Fig. 1: the metal 1 layer
Scale bar: 100 um.
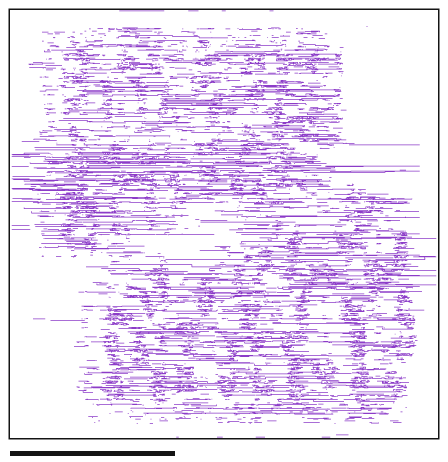
Fig. 2: M2 wires
Scale bar: 100 um. Cells faint in the background.
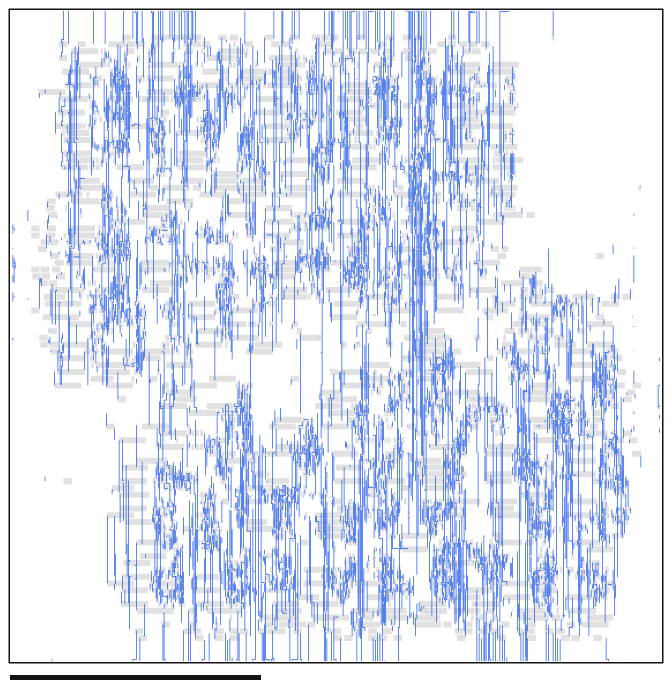
Fig. 3: signal wires on met3
Scale bar: 100 um. Cells faint in the background.
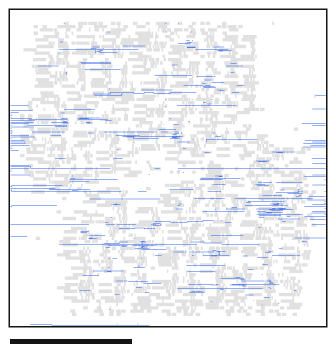
[src/rtl/riscv_defines.sv]
// Shared core definitions: store buffer entry layout and default depth.
package riscv_defines;

  typedef struct packed {
    logic [29:0] waddr;
    logic [31:0] data;
    logic [3:0]  be;
  } sb_entry_t;

  localparam int SB_DEPTH_DEFAULT = 4;

endpackage

[src/rtl/store_buffer_lookup.sv]
// Combinational load search: per byte lane, the youngest valid matching entry
// with that byte enabled supplies the data.
module store_buffer_lookup
  import riscv_defines::*;
#(
  parameter  int DEPTH = SB_DEPTH_DEFAULT,
  localparam int AW    = $clog2(DEPTH)
) (
  input  sb_entry_t [DEPTH-1:0] entries,
  input  logic [DEPTH-1:0]      valid,
  input  logic [AW-1:0]         head,
  input  logic [31:0]           ld_addr,
  input  logic [3:0]            ld_be,
  output logic [3:0]            coverage,
  output logic [31:0]           data
);

  logic [AW-1:0] idx;
  logic [1:0]    unused_ld_lsb;
  assign unused_ld_lsb = ld_addr[1:0];

  // Walk oldest to youngest so a younger match overwrites an older one.
  always_comb begin
    coverage = '0;
    data     = '0;
    idx      = head;
    for (int k = 0; k < DEPTH; k++) begin
      idx = head + AW'(k);
      if (valid[idx] && entries[idx].waddr == ld_addr[31:2]) begin
        for (int i = 0; i < 4; i++) begin
          if (ld_be[i] && entries[idx].be[i]) begin
            coverage[i]     = 1'b1;
            data[8*i +: 8]  = entries[idx].data[8*i +: 8];
          end
        end
      end
    end
  end

endmodule

[src/rtl/store_buffer.sv]
// Post-commit in-order store buffer: FIFO of committed stores draining to
// memory over valid/ready, with byte-accurate load forwarding.
module store_buffer
  import riscv_defines::*;
#(
  parameter int DEPTH = SB_DEPTH_DEFAULT
) (
  input  logic        clk,
  input  logic        rst_n,
  input  logic        st_valid,
  input  logic [31:0] st_addr,
  input  logic [31:0] st_data,
  input  logic [3:0]  st_be,
  output logic        st_ready,
  input  logic        ld_valid,
  input  logic [31:0] ld_addr,
  input  logic [3:0]  ld_be,
  output logic        ld_hit,
  output logic [31:0] ld_data,
  output logic        ld_stall,
  output logic        mem_req_valid,
  output logic [31:0] mem_req_addr,
  output logic [31:0] mem_req_data,
  output logic [3:0]  mem_req_be,
  input  logic        mem_req_ready,
  output logic        drained
);

  localparam int AW = $clog2(DEPTH);

  logic [AW:0]            head, tail, count;
  sb_entry_t [DEPTH-1:0]  entries;
  logic [DEPTH-1:0]       valid;
  logic                   empty, full, enq, deq;
  logic [3:0]             coverage;
  logic [31:0]            fwd_data;
  sb_entry_t              hd;
  logic [1:0]             unused_st_lsb;

  assign unused_st_lsb = st_addr[1:0];

  assign empty = (head == tail);
  assign full  = (head[AW-1:0] == tail[AW-1:0]) && (head[AW] != tail[AW]);
  assign count = tail - head;
  assign enq   = st_valid && !full;
  assign deq   = !empty && mem_req_ready;

  // An entry is live when its distance from head is below the occupancy.
  for (genvar j = 0; j < DEPTH; j++) begin : g_valid
    logic [AW-1:0] offset;
    assign offset   = AW'(j) - head[AW-1:0];
    assign valid[j] = ({1'b0, offset} < count);
  end

  always_ff @(posedge clk or negedge rst_n) begin
    if (!rst_n) begin
      head <= '0;
      tail <= '0;
    end else begin
      if (enq) tail <= tail + 1'b1;
      if (deq) head <= head + 1'b1;
    end
  end

  // Storage needs no reset: liveness comes entirely from the pointers.
  always_ff @(posedge clk) begin
    if (enq) entries[tail[AW-1:0]] <= '{waddr: st_addr[31:2], data: st_data, be: st_be};
  end

  assign hd            = entries[head[AW-1:0]];
  assign mem_req_valid = !empty;
  assign mem_req_addr  = empty ? '0 : {hd.waddr, 2'b00};
  assign mem_req_data  = empty ? '0 : hd.data;
  assign mem_req_be    = empty ? '0 : hd.be;
  assign st_ready      = !full;
  assign drained       = empty;

  store_buffer_lookup #(.DEPTH(DEPTH)) u_lookup (
    .entries  (entries),
    .valid    (valid),
    .head     (head[AW-1:0]),
    .ld_addr  (ld_addr),
    .ld_be    (ld_be),
    .coverage (coverage),
    .data     (fwd_data)
  );

  assign ld_hit   = ld_valid && (coverage == ld_be) && (ld_be != 4'b0);
  assign ld_stall = ld_valid && (coverage != 4'b0) && (coverage != ld_be);
  assign ld_data  = ld_valid ? fwd_data : '0;

endmodule

[config.mk]
export PLATFORM = sky130hd
export DESIGN_NAME = store_buffer
export DESIGN_NICKNAME = d
export VERILOG_FILES = /design/src/rtl/riscv_defines.sv /design/src/rtl/store_buffer_lookup.sv /design/src/rtl/store_buffer.sv
export SDC_FILE = /design/constraint.sdc
export NUM_CORES = 1
export LEC_CHECK = 0
export ABC_AREA = 1
export CORE_MARGIN = 8
export CORE_UTILIZATION = 31
export DETAILED_ROUTE_END_ITERATION = 7
export HOLD_SLACK_MARGIN = 0.02
export PLACE_DENSITY_LB_ADDON = 0.15
export SKIP_CTS_REPAIR_TIMING = 1
export SYNTH_ARGS = -nofsm -noshare
export SYNTH_HDL_FRONTEND = slang
export SYNTH_SLANG_ARGS = --single-unit
[constraint.sdc]
create_clock -name clk -period 10.9 [get_ports clk]
set_input_delay 3.27 -clock clk [delete_from_list [all_inputs] [get_ports clk]]
set_output_delay 3.27 -clock clk [all_outputs]
set_load 0.01 [all_outputs]
==> deck_impl_summary.md <==
Implementation Results

Status
  – Status: complete, no violations

Synthesis
  – Post-synth cell types: 38
  – Number of cells in Yosys stat: about 2600
  – Synth area leader: edfxtp_1
  – Gate Count Post-Synth: 2558
  – Synth Flop Type: edfxtp_1
  – Top post-synthesis cells by count: nand2_1 (903), nand3_1 (408), o21ai_0 (289)
  – Yosys adder share: around 1.1%
  – Count leader, synth: nand2_1
  – Ys Warns: 0
  – Area leader share: 43.0%

Layout
  – Non-clock buffer count: about 230
  – Reg area: around 8100 sq um
  – Logic area: 8940 sq um
  – Fraction of area in registers: 36.5%
  – Flops: 270
  – # diodes: 3
  – Layout clock buffer count: between 40 and 50
  – Top cell excl fill/tap: nand2_1
  – Synthesis-to-finish area growth: 20.1%
  – Final Non-Filler Cells: roughly 3500
  – Comb/total area: 40.4%

GRT
  – Total global routing overflow: 0
  – Met1 GRT Util: roughly 23%
  – Pin count of the biggest net entering global routing: about 120
  – Met3 Track Usage GR: 3.43%

Pwr
  – VDD IR max: between 0.0003 and 0.0004 V
  – Total chip power: between 7 and 8 mW
  – Int Pwr: about 3.6 mW
  – Seq power: approximately 1.6 mW

Drt
  – Via density: roughly 5
  – Met2 Routed Length: between 20000 and 30000 um
  – Remaining DRCs: 0
  – Top layer in use: met5
  – Met3 wire len: roughly 4200 um
  – Routed vias: roughly 18000
  – M1 WL: approximately 27000 um

Floorplan
  – Chip area: around 68000 sq um
  – CORE AREA: 58900 sq um
  – Vert. Die Dim: roughly 260 um
  – I/O pins: 214
  – Initial Util: between 30% and 40%

Setup path
  – Most used cell, CP: nand2_1
  – Worst R2R Setup Slack: around 6.0 ns
  – Crit Path Category: in2out
  – FF-to-FF Start: head[1]$_DFFE_PN0P_
  – Critical R2R Capture: entries[204]$_DFFE_PP_
  – Setup crit end: ld_data[26]
  – Worst Setup SP: ld_addr[10]
  – Top delay family on crit path: simple AND/OR/NAND/NOR gates
  – FF-to-FF path depth: 7
  – Crit start category: input pin
  – CP cell instances: clkdlybuf4s50_1 > inv_1 > nand3_1 > nand2_1 > nor2_1 > nand2_1 > nor2_1 > nand2_1 > nor2_2 > nand3_2 > or2_2 > nand3_1 > nand2_1 > a21oi_1 > clkdlybuf4s50_1

Placement
  – Placed cell area: ~21000 sq um
  – Routability-driven placement congestion ratio: 0.839
  – Placed Cells: 3422
  – Port Buffers: just over 200

Timing
  – Tmin final: 10.16 ns
  – Setup TNS: 0 ns
  – Worst hold slack: about 0.55 ns
  – Final hold violation count: 0
  – Worst-Margin Slew: about 1.1 ns

CTS
  – Clk Tree Root Cell: clkbuf_16
  – H-tree depth: 2
  – Worst-Skew Late Latency: between 0.5 and 0.6 ns

Min path
  – Hold Path Sink: tail[2]$_DFFE_PN0P_

Flow run
  – Max Cap Violations: 0
Back to the opening pictures, Fig. 1:
wire length on this layer	26.6 mm
longest straight run	98.7 um
nets with wire on the layer	2609
share of all routed wire	43%
main direction	horizontal

Back to the opening pictures, Fig. 2:
longest straight run	128 um
share of all routed wire	47%
nets with wire on the layer	2182

Back to the opening pictures, Fig. 3:
nets with wire on the layer	215
share of all routed wire	6.8%

No activity file was given, so power comes from the tool's default toggle rates.
